==> config.mk <==
export PLATFORM = sky130hd
export DESIGN_NAME = score_controller
export DESIGN_NICKNAME = d
export VERILOG_FILES = /design/src/rtl/score_controller.sv
export SDC_FILE = /design/constraint.sdc
export NUM_CORES = 1
export LEC_CHECK = 0
export ABC_CLOCK_PERIOD_IN_PS = 4300
export CAP_MARGIN = 20
export CORE_MARGIN = 4
export CORE_UTILIZATION = 39
export DETAILED_ROUTE_END_ITERATION = 16
export PLACE_DENSITY = 0.59
export SLEW_MARGIN = 30
export SYNTH_ARGS = -nofsm -noshare
export SYNTH_HDL_FRONTEND = slang
export SYNTH_SLANG_ARGS = --single-unit
==> constraint.sdc <==
create_clock -name clk -period 4.3 [get_ports clk]
set_input_delay 0.43 -clock clk [delete_from_list [all_inputs] [get_ports clk]]
set_output_delay 0.43 -clock clk [all_outputs]
set_load 0.02 [all_outputs]
run_1/clk_routes.png
(8 px per µm)
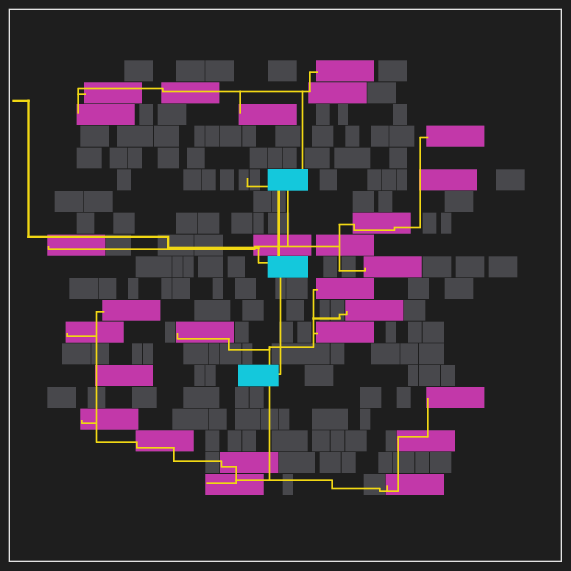
cyan -> clock drivers  # count 3
magenta -> flip-flops  # count 27
yellow -> clock wires  # length 358 µm
routed clock nets = 4
clock power share: 0.294
Clock Latency Late Sink: 270 ps
power attributed to the clock group: 145 µW
setup clock skew after layout: 2.477 ps

run_1/detail.png
Region (22, 22) to (47, 47) µm. Cells in gray, sequential cells in the stronger gray; small squares are vias.
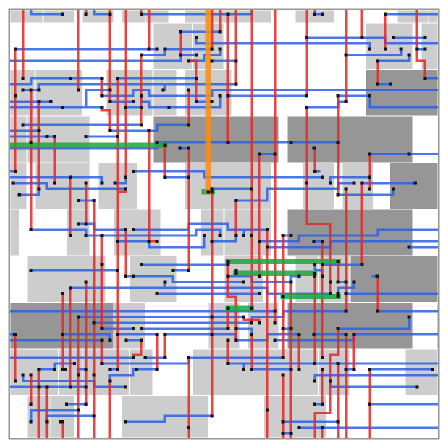
red -> metal 2
blue -> metal 1
green -> metal 3
orange -> metal 4
most frequent = dfxtp_1 (7), inv_1 (5), a21oi_1 (5)
sequential cells in the window = 7
cells with their middle in the window = 46

run_1/cell_density.png
(4 px per µm) The die is cut into 7 by 7 equal tiles; black is low, pale yellow is high, 0 to 100% covered.
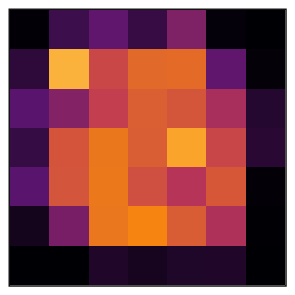
nearly empty tiles = 18%
fullest tile = 83%
tiles over 75% full = 4.1%
emptiest ninth of the die = upper right
densest ninth of the die = center
core box area: 3442 µm²
final core occ: 0.4878
Initial Util: 0.4191

run_1/placement_by_type.png
(6 px per µm) Fill, decap, tap and diode cells in gray.
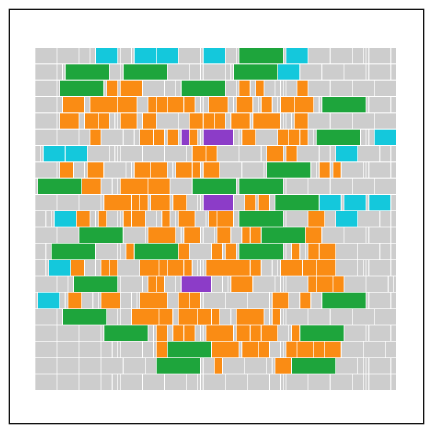
orange -> combinational and other logic  # cells 132, share of their area 53%
cyan -> remaining buffers and delay cells  # cells 17, share of their area 10%
purple -> clock drivers and dummy loads  # cells 4, share of their area 2.8%
green -> sequential cells  # cells 27, share of their area 33%
number of placement rows: 21
share of the final layout cell area in sequential cells: 0.3219
final non-filler cell area: 1679 µm²

==> report_table.html, run 1 <==
<!-- implementation run metrics -->
<table>
<tr><th>Metric</th><th>Value</th></tr>
<tr><th colspan="2">Run status</th></tr>
<tr><td>Outcome</td><td>finished, final reports clean</td></tr>
<tr><th colspan="2">Power and ir drop</th></tr>
<tr><td>Worst IR Drop VDD</td><td>0.0001211 V</td></tr>
<tr><td>Internal Power</td><td>about 350 µW</td></tr>
<tr><td>Switching pwr</td><td>~140 µW</td></tr>
<tr><td>Part of the total power dissipated in sequential elements</td><td>0.524</td></tr>
<tr><td>Leakage component of the power</td><td>roughly 0.00057 µW</td></tr>
<tr><th colspan="2">Clock tree</th></tr>
<tr><td>Total number of H-tree levels</td><td>1</td></tr>
<tr><td>Post-cts sizing count</td><td>0</td></tr>
<tr><td>Clock transition at the register clock pins on the worst setup and hold paths after CTS</td><td>90 ps</td></tr>
<tr><th colspan="2">Global routing</th></tr>
<tr><td>Largest net degree at the start of global routing</td><td>20</td></tr>
<tr><td>Global-route wire length before repair</td><td>a little over 5 mm</td></tr>
<tr><td>GRT Total Usage</td><td>0.1422</td></tr>
<tr><th colspan="2">Synth</th></tr>
<tr><td>Mapped Avg Cell Area</td><td>just under 9 µm²</td></tr>
<tr><td>Cell count after synthesis</td><td>around 170</td></tr>
<tr><td>Post-synth area from yosys stat</td><td>1443 µm²</td></tr>
<tr><td>Synth top area share</td><td>0.3747</td></tr>
<tr><td>Mapped Nets</td><td>between 150 and 200</td></tr>
<tr><td>Count of state elements after synthesis</td><td>27</td></tr>
<tr><td>Library cell occupying the most area in the post-synthesis netlist</td><td>sky130_fd_sc_hd__dfxtp_1</td></tr>
<tr><td>Proportion of synthesized chip area in sequential cells</td><td>0.3747</td></tr>
<tr><th colspan="2">Route</th></tr>
<tr><td>Via total after detailed routing</td><td>approximately 1200</td></tr>
<tr><td>Total Wirelength</td><td>~3 mm</td></tr>
<tr><td>Count of routing violations after the opening detailed-route iteration</td><td>about 110</td></tr>
<tr><th colspan="2">Final layout</th></tr>
<tr><td>Layout Cells excl Fill</td><td>226</td></tr>
<tr><td># diodes</td><td>0</td></tr>
<tr><td>Net count reported at finish</td><td>slightly below 200</td></tr>
<tr><td>Synthesis-to-finish area growth</td><td>16.39%</td></tr>
<tr><th colspan="2">Critical path</th></tr>
<tr><td>CP Launch Type</td><td>input pin</td></tr>
<tr><td>Setup crit end kind</td><td>flip-flop</td></tr>
<tr><td>Count of cells along the worst register-to-register path</td><td>6</td></tr>
<tr><td>Minimum setup slack among reg-to-reg paths</td><td>about 2000 ps</td></tr>
<tr><td>Peak fanout along the critical path</td><td>19</td></tr>
<tr><th colspan="2">Placement</th></tr>
<tr><td>Detailed-placement wirelength estimate</td><td>~2.3 mm</td></tr>
<tr><td>Port Buffer Count</td><td>17</td></tr>
<tr><th colspan="2">Job</th></tr>
<tr><td>Total tool warning count</td><td>30</td></tr>
<tr><th colspan="2">Timing</th></tr>
<tr><td>Number of endpoints failing setup at the final stage</td><td>0</td></tr>
</table>
-- run 1: kinds of logic after synthesis --
group                      share of synthesized area
and+or+nand+nor                               0.2350
AOI/OAI and AO/OA                             0.2411
DFF                                           0.3747
buffers and inverters                        0.06418
adders and majority gates                    0.07806
muxes                                       0.006939
-- run 1: power groups by stage --
stage / Clock [µW] / Sequential [µW] / Combinational [µW]
2_1_floorplan: 0 / 264 / 69.4
3_3_place_gp: 0 / 265 / 85.2
3_5_place_dp: 0 / 265 / 86.8
4_1_cts: 151 / 259 / 87.5
5_1_grt: 158 / 259 / 101
6_report: 145 / 259 / 90.1
-- run 1: stage by stage --
stage	total power [µW]	util	worst slack [ps]
after floorplan	333.3	-	2305
after CTS	497.2	0.4867	1453
after global placement	349.7	0.4736	1328
after global routing	517.6	0.4878	1555
final	494.0	0.4878	1772
after detailed placement	351.4	0.4736	1168
-- run 1: critical path, stage by stage --
cell                              delay (ps)
sky130_fd_sc_hd__clkdlybuf4s50_1         470
sky130_fd_sc_hd__nand2_1                  50
sky130_fd_sc_hd__or2_2                   280
sky130_fd_sc_hd__ha_1                    290
sky130_fd_sc_hd__nand2_1                 140
sky130_fd_sc_hd__o21ai_2                 220
sky130_fd_sc_hd__o21ai_0                 640
sky130_fd_sc_hd__nor3_1                  140
-- run 1: cell usage in the layout (no fill, tap or decap), types with 5 or more instances in the layout --
master,synthesis,final
sky130_fd_sc_hd__dfxtp_1,27,27
sky130_fd_sc_hd__a21oi_1,19,19
sky130_fd_sc_hd__clkdlybuf4s50_1,0,17
sky130_fd_sc_hd__inv_1,14,14
sky130_fd_sc_hd__nand2_1,9,9
sky130_fd_sc_hd__o21ai_0,9,9
sky130_fd_sc_hd__ha_1,9,9
sky130_fd_sc_hd__a211oi_1,7,7
sky130_fd_sc_hd__o31ai_1,6,6
sky130_fd_sc_hd__or4_1,6,6
sky130_fd_sc_hd__nor2b_1,6,6
sky130_fd_sc_hd__nand3_1,5,5
-- run 1: layout make-up --
class | instances | area [µm²]
flip-flops and latches | 27 | 540.5
fillers | 336 | 1763
multi-input cells | 118 | 813.3
clock buffers | 4 | 45.04
well taps | 46 | 57.56
inverters | 14 | 52.55
repair buffers | 17 | 170.2
-- run 1: layer usage --
metal | wire (µm) | vias up
met3 | 127 | 4
met1 | 1619 | 575
met2 | 1305 | 24
met4 | 28 | 0
met5 | 0 | -
li1 | - | 643
==> run 1 -> run 2 <==
- ABC_CLOCK_PERIOD_IN_PS: 4300 -> 2200
- PLACE_DENSITY: 0.59 -> 0.62
- clock period: 4.3 -> 2.2 ns (I/O delays scaled with it)
run_2/clk_routes.png
(8 px per µm)
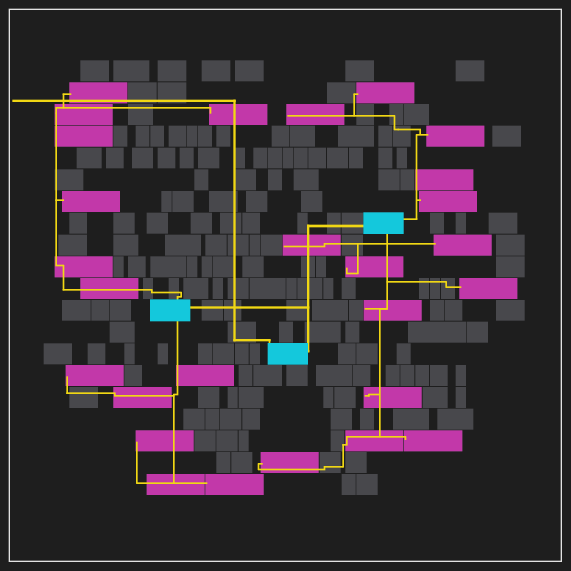
yellow -> clock wires  # length 358 µm
cyan -> clock drivers  # count 3
magenta -> flip-flops  # count 27
routed clock nets = 4
clock power share: 0.277
power attributed to the clock group: 281 µW
Clock Latency Late Sink: 280 ps
setup clock skew after layout: 4.854 ps

run_2/detail.png
Region (22, 22) to (47, 47) µm. Cells in gray, sequential cells in the stronger gray; small squares are vias.
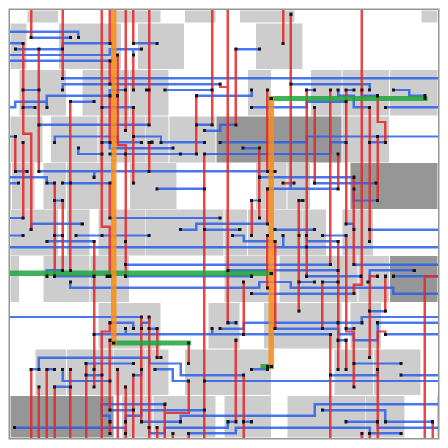
blue -> metal 1
red -> metal 2
green -> metal 3
orange -> metal 4
cells with their middle in the window = 53
most frequent = buf_4 (10), inv_1 (6)
sequential cells in the window = 3

==> report_table.html, run 2 <==
<!-- implementation run metrics -->
<table>
<tr><th>Metric</th><th>Value</th></tr>
<tr><th colspan="2">Synth</th></tr>
<tr><td>Synth top area share</td><td>0.3747</td></tr>
<tr><td>Mapped Avg Cell Area</td><td>slightly below 9 µm²</td></tr>
<tr><td>Area fraction in full adders, half adders and majority gates</td><td>0.07806</td></tr>
<tr><td>AO/OA Area Share</td><td>0.2411</td></tr>
<tr><td>Cell count after synthesis</td><td>about 170</td></tr>
<tr><td>Mapped Nets</td><td>roughly 180</td></tr>
<tr><td>Multiplexer fraction of the synthesized cell area</td><td>0.006938</td></tr>
<tr><td>Library cell occupying the most area in the post-synthesis netlist</td><td>sky130_fd_sc_hd__dfxtp_1</td></tr>
<tr><th colspan="2">Critical path</th></tr>
<tr><td>Cell family contributing the most delay on the critical path</td><td>simple AND/OR/NAND/NOR gates</td></tr>
<tr><td>Peak fanout along the critical path</td><td>12</td></tr>
<tr><td>Setup crit end kind</td><td>flip-flop</td></tr>
<tr><td>CP Launch Type</td><td>input pin</td></tr>
<tr><td>Number of cells on the critical path</td><td>8</td></tr>
<tr><td>Slowest stage delay, CP</td><td>approximately 530 ps</td></tr>
<tr><th colspan="2">Floorplan</th></tr>
<tr><td>Initial Util</td><td>0.4191</td></tr>
<tr><td>Number of placement rows</td><td>21</td></tr>
<tr><th colspan="2">Final layout</th></tr>
<tr><td>Commonest non-fill, non-tap cell in the layout</td><td>sky130_fd_sc_hd__dfxtp_1</td></tr>
<tr><td>Synthesis-to-finish area growth</td><td>24.20%</td></tr>
<tr><td>Net count reported at finish</td><td>about 210</td></tr>
<tr><td># diodes</td><td>0</td></tr>
<tr><th colspan="2">Route</th></tr>
<tr><td>Total Wirelength</td><td>roughly 3.2 mm</td></tr>
<tr><td>Via total after detailed routing</td><td>approximately 1300</td></tr>
<tr><th colspan="2">Run status</th></tr>
<tr><td>Outcome</td><td>finished, final reports clean</td></tr>
<tr><th colspan="2">Power and ir drop</th></tr>
<tr><td>Leakage component of the power</td><td>approximately 0.00064 µW</td></tr>
<tr><th colspan="2">Global routing</th></tr>
<tr><td>Largest net degree at the start of global routing</td><td>15</td></tr>
<tr><td>Global-route wire length before repair</td><td>5.471 mm</td></tr>
<tr><th colspan="2">Placement</th></tr>
<tr><td>Detailed-placement wirelength estimate</td><td>around 2.5 mm</td></tr>
<tr><th colspan="2">Timing</th></tr>
<tr><td>Crit path setup slack, layout</td><td>roughly 130 ps</td></tr>
<tr><th colspan="2">Clock tree</th></tr>
<tr><td>Clock transition at the register clock pins on the worst setup and hold paths after CTS</td><td>90 ps</td></tr>
<tr><td>Total number of H-tree levels</td><td>1</td></tr>
</table>
run_2/cell_density.png
(4 px per µm) The die is cut into 7 by 7 equal tiles; black is low, pale yellow is high, 0 to 100% covered.
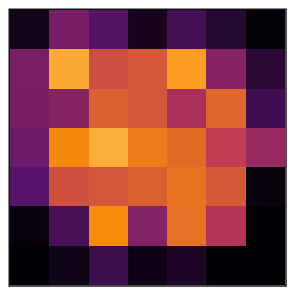
emptiest ninth of the die = lower left
nearly empty tiles = 14%
densest ninth of the die = center
tiles over 75% full = 6.1%
final core occ: 0.5205

==> run 2: cell count changes in the layout (fill, tap and decap cells not counted) <==
cell | before | now
sky130_fd_sc_hd__buf_4 | 0 | 15
==> run 2: tightest hold or removal path, cell delays in order (launching register included) <==
cell and delay (ps):
sky130_fd_sc_hd__dfxtp_1 320, sky130_fd_sc_hd__inv_1 50, sky130_fd_sc_hd__a21oi_1 50
==> run 2: timing repair <==
item	in CTS	in global routing
endpoints found under the hold margin	0	0
buffers inserted	0	0
resized	0	1
hold buffers	0	0
setup endpoints to repair	0	10
==> run 2: cell type report <==
class / instances / area [µm²]
Multi-Input combinational cell: 118 / 813.3
Tap cell: 46 / 57.56
Fill cell: 342 / 1650
Inverter: 14 / 52.55
Clock buffer: 4 / 45.04
Sequential cell: 27 / 540.5
Timing Repair Buffer: 32 / 282.8
==> run 2: metal layers <==
metal	share of wire	routed length (µm)	global-route usage
met1	0.51	1636	0.2151
met2	0.44	1409	0.2312
met3	0.039	125	0.03890
met4	0.014	45	0.05839
met5	0	0	0
==> run 2: stage by stage <==
step / util / instance area, µm² / TNS, ps / cells
global route: 0.5205 / 1792 / 0 / 241
CTS: 0.5194 / 1788 / 0 / 241
finish: 0.5205 / 1792 / 0 / 241
floorplan: - / 1443 / 0 / 165
global placement: 0.5064 / 1743 / -1411 / 237
detailed placement: 0.5064 / 1743 / -2353 / 237
==> run 2: cell families (layout without fill, tap and decap cells) <==
kind of cell | Yosys count | after routing
adders and majority gates | 9 | 9
muxes | 1 | 1
and+or+nand+nor | 55 | 55
DFF | 27 | 27
buffers and inverters | 20 | 50
AOI/OAI and AO/OA | 53 | 53
==> run 2: power breakdown <==
| part | internal (µW) | total, µW | leakage [µW] | switching (µW) |
|---|---|---|---|---|
| registers | 499 | 506 | 0.000219 | 7.33 |
| logic | 96.4 | 227 | 0.000396 | 131 |
| clock network | 130 | 281 | 0.0000228 | 151 |
Power and IR drop assume default switching activity.
